==> config.mk <==
export PLATFORM = sky130hd
export DESIGN_NAME = afifo_wptr_full_flat
export DESIGN_NICKNAME = d
export VERILOG_FILES = /design/src/rtl/afifo_wptr_full_if.sv /design/src/rtl/afifo_wptr_full.sv /design/src/flat_wrapper.sv
export SDC_FILE = /design/constraint.sdc
export NUM_CORES = 1
export LEC_CHECK = 0
export CAP_MARGIN = 20
export CORE_AREA = 2 2 51 53
export DETAILED_ROUTE_END_ITERATION = 10
export DIE_AREA = 0 0 53 55
export PLACE_DENSITY = 0.84
export SLEW_MARGIN = 10
export SYNTH_ARGS = -nofsm -noshare
export SYNTH_HDL_FRONTEND = slang
export SYNTH_HIERARCHICAL = 1
export SYNTH_SLANG_ARGS = --single-unit
==> constraint.sdc <==
create_clock -name clk -period 5.1 [get_ports clk]
set_clock_uncertainty 0.05 [all_clocks]
set_input_delay 1.53 -clock clk [delete_from_list [all_inputs] [get_ports clk]]
set_output_delay 1.53 -clock clk [all_outputs]
set_load 0.005 [all_outputs]
Figure 1. Metal 1.
(6 px per um) Supply wires on this layer in gray.
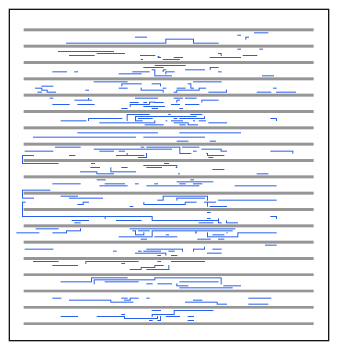
main direction: horizontal
longest straight run: 21.6 um
nets with wire on the layer: 119
share of all routed wire: 42%
wire length on this layer: 809 um
met1 track demand over resource: 0.188
detailed-route via count: 708
total length of routed wires: 1920 um

Figure 2. Signal wires on met2.
(4 px per um) Cells faint in the background.
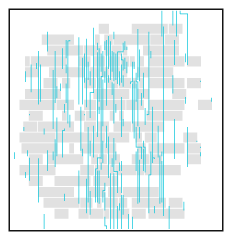
main direction: vertical
nets with wire on the layer: 119
longest straight run: 47.3 um
share of all routed wire: 53%
wire length on this layer: 1020 um
met2 routing resource usage after global routing: 0.281

Figure 3. Ports around the boundary.
(6 px per um) Pins as bars across the die edge, other pins in gray.
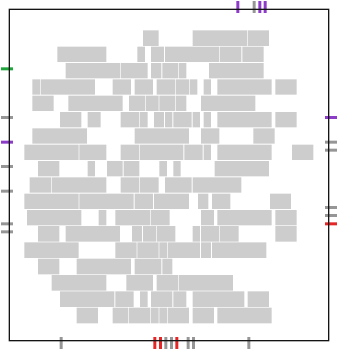
| color | port | pins | direction | edge |
|---|---|---|---|---|
| green | `clk` | 1 | input | left |
| purple | `bus_wr_fill` | 5 | output | 3 top, 1 left, 1 right |
| red | `bus_wr_addr` | 4 | output | 3 bottom, 1 right |
all pins by edge: 9 bottom, 7 left, 6 right, 4 top
count of input and output buffers: 25
die extent in x: 53 um
die outline height: 55 um

Figure 4. Placed standard cells.
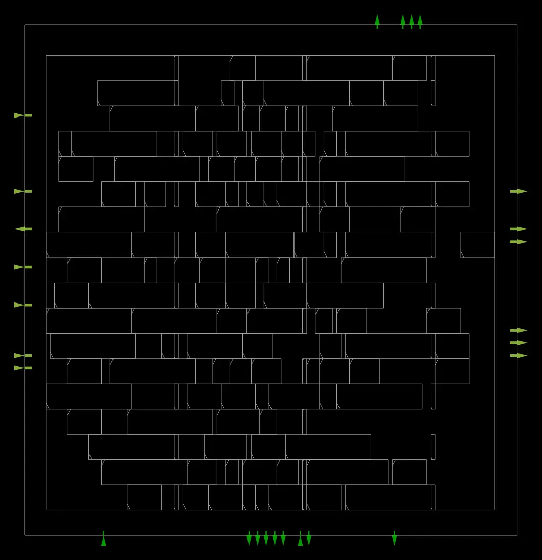
row count: 18
Floorplan Core Area: 2360 um2
number of inserted filler cells in the final layout: 185
share of cell area taken by flip-flops and latches: 0.446

==> run summary <==
Flow results follow.

The multiplexer share of the synthesized area is 0. The total of flip-flops plus latches after synthesis is 27. STA shows the worst reg2reg path with a cell count of 7.

The leakage component of the power was reported as 0.703 nW. According to the cell report, flip-flops and latches in the layout number 27. The number of buffers on the longest clock path is 2. The type of element capturing the critical path is an output port. At floorplan, the net count of the design was reported as 106. The share of the Yosys chip area taken by registers is 0.563. The post-synthesis xor/xnor area fraction is 0.201. The time the final worst path needs with I/O delays and setup is 4.28 ns. The total area of sequential cells is 676 um2. The number of placed instances, taps included, is 147. The type of the worst setup path is primary input to output port. Among the non-sequential cells, XOR/XNOR gates take the most area. The cell depth of the worst min-delay path is 0. The data required time of the critical path is 3.52 ns. The fraction of layout cells with a size suffix above 1 is 0.0579.

The multi-input logic area is 472 um2. The highest attainable clock frequency is 234 MHz. The number of combinational gates with multiple inputs is 52. The endpoint arrival time on the critical path is 2.70 ns. The total negative slack for setup checks is 0 ns. In the synthesis report, Yosys lists the chip area as 1200 um2.

The most frequent logic cell in the layout is dfrtp_1. Per the layout area report, the combinational fraction of cell area is 0.312. The core occupancy in the finished layout is 0.640. Per the final timing report, the hold violations number 0. TritonCTS built the clock tree.

For this configuration, the core starts out at a cell density of 0.507. The DRC marker count from the first detailed-route iteration is 2. In the final report, the number of pins over their slew limit comes to 0. The element type at the critical path start is a primary input.

The cell chosen for the clock root is clkbuf_4. The slew at the pin closest to its max-slew limit is 0.380 ns. VDD sags by at most 280 uV. The number of cell instances after yosys synthesis is 92. The final number of setup-violating endpoints is 0. The maximum level of the CTS H-tree is 1. During synthesis, Yosys emitted a total of 6 warnings.

The boundary pin count is 26. The floorplan step defined a die boundary enclosing 2920 um2. Per the cell usage report, the commonest logic cells after layout are 27 x dfrtp_1, 25 x clkdlybuf4s50_1, 12 x inv_1. Looking at the cell usage after synthesis, the top flip-flop cell is dfrtp_1.

For this design, the CTS-stage hold fixing added 0 buffers. The compound-gate portion of the synthesized area is 0.0511. Across all stage logs, warnings added up to 26.

Per the final report, the share of cell area in clock cells is 0.0174. CTS added clock buffers totalling 3. The flow measured a signed area growth from synthesis to layout of 26.2%. The biggest area consumer among synthesized cells is dfrtp_1. The layout has 26 buffers outside the clock class.

The instance count of the mapped netlist is 92. The cell-mix breakdown from Yosys lists the simple-gate area share as 0.0719. The via-per-instance ratio is 4.69.

Post-CTS repair ended up resizing 0 cells. The total congestion overflow after global routing is 0. The first global-routing pass estimated 3170 um of wire.

The detailed-route DRC error count is 0. The combined global-route utilization of all metal layers is 0.155. The type of the worst min-delay path is register to register. The mean instance size in the synthesized netlist is 13.0 um2. The first detailed-routing pass ran for 4 iterations. The largest fanout on the critical path is 2.

The post-detailed-route count of antenna-violating nets is 0. The number of global-route vias before repair is 704. The wire length per cell is 12.7 um. The placement summary gives the final routability congestion estimate as 0.740. Looking at the area split, the leading class of cells is registers. The count of non-filler cells in the finished layout is 151.

The tightest hold path in the finished design has a slack of 0.316 ns. The run finished with clean final reports. The cell area after placement is 1490 um2. After synthesis, the cell types taking the most area are dfrtp_1 56%, xnor2_1 7.3%, ha_1 5.2%. The share of synthesized area in the top cell type comes to 0.563.

The synthesized netlist occupies a cell area of 1200 um2. The number of antenna diodes in the final layout is 0. By count the netlist is led by 27 x dfrtp_1, 12 x inv_1, 10 x xnor2_1.

Setup slack on the worst reg-to-reg path comes out at 2.36 ns. The flow inserted 30 tap cells. The number of maximum-capacitance violations recorded for the run is 0. Of all the cell area in the finished design, non-clock buffers hold 0.170. The share of the clock period used by the worst path is 0.839. The number of synthesized flops with an enable pin is 0.

The insertion delay at the late pin of the worst-skew pair is 0.31 ns. The proportion of synthesized flip-flops having asynchronous set or reset is 1.00.
power by group:
group | total [mW] | internal [mW] | switching, mW
Sequential | 0.322 | 0.285 | 0.0369
Combinational | 0.456 | 0.255 | 0.201
Clock | 0.0860 | 0.0305 | 0.0554
Total | 0.864 | 0.570 | 0.294
per-layer routing:
layer  wire length (um)  global-route usage  up-vias
li1                   -                   -      354
met1                809               0.188      339
met2               1020               0.281       13
met3                 78              0.0269        2
met4                 15              0.0513        0
met5                  0                   0        -
worst max-delay path, stage by stage:
cell             delay [ns]
clkdlybuf4s50_1        0.48
nand2_1                0.05
nor2_1                 0.12
clkdlybuf4s50_1        0.52
metrics by stage:
stage	total power, mW	setup slack (ns)
floorplan	0.594	1.60
global placement	0.764	0.829
detailed placement	0.790	0.810
CTS	0.879	0.809
global route	0.943	0.780
finish	0.864	0.820
No activity file was given, so power comes from the tool's default toggle rates.
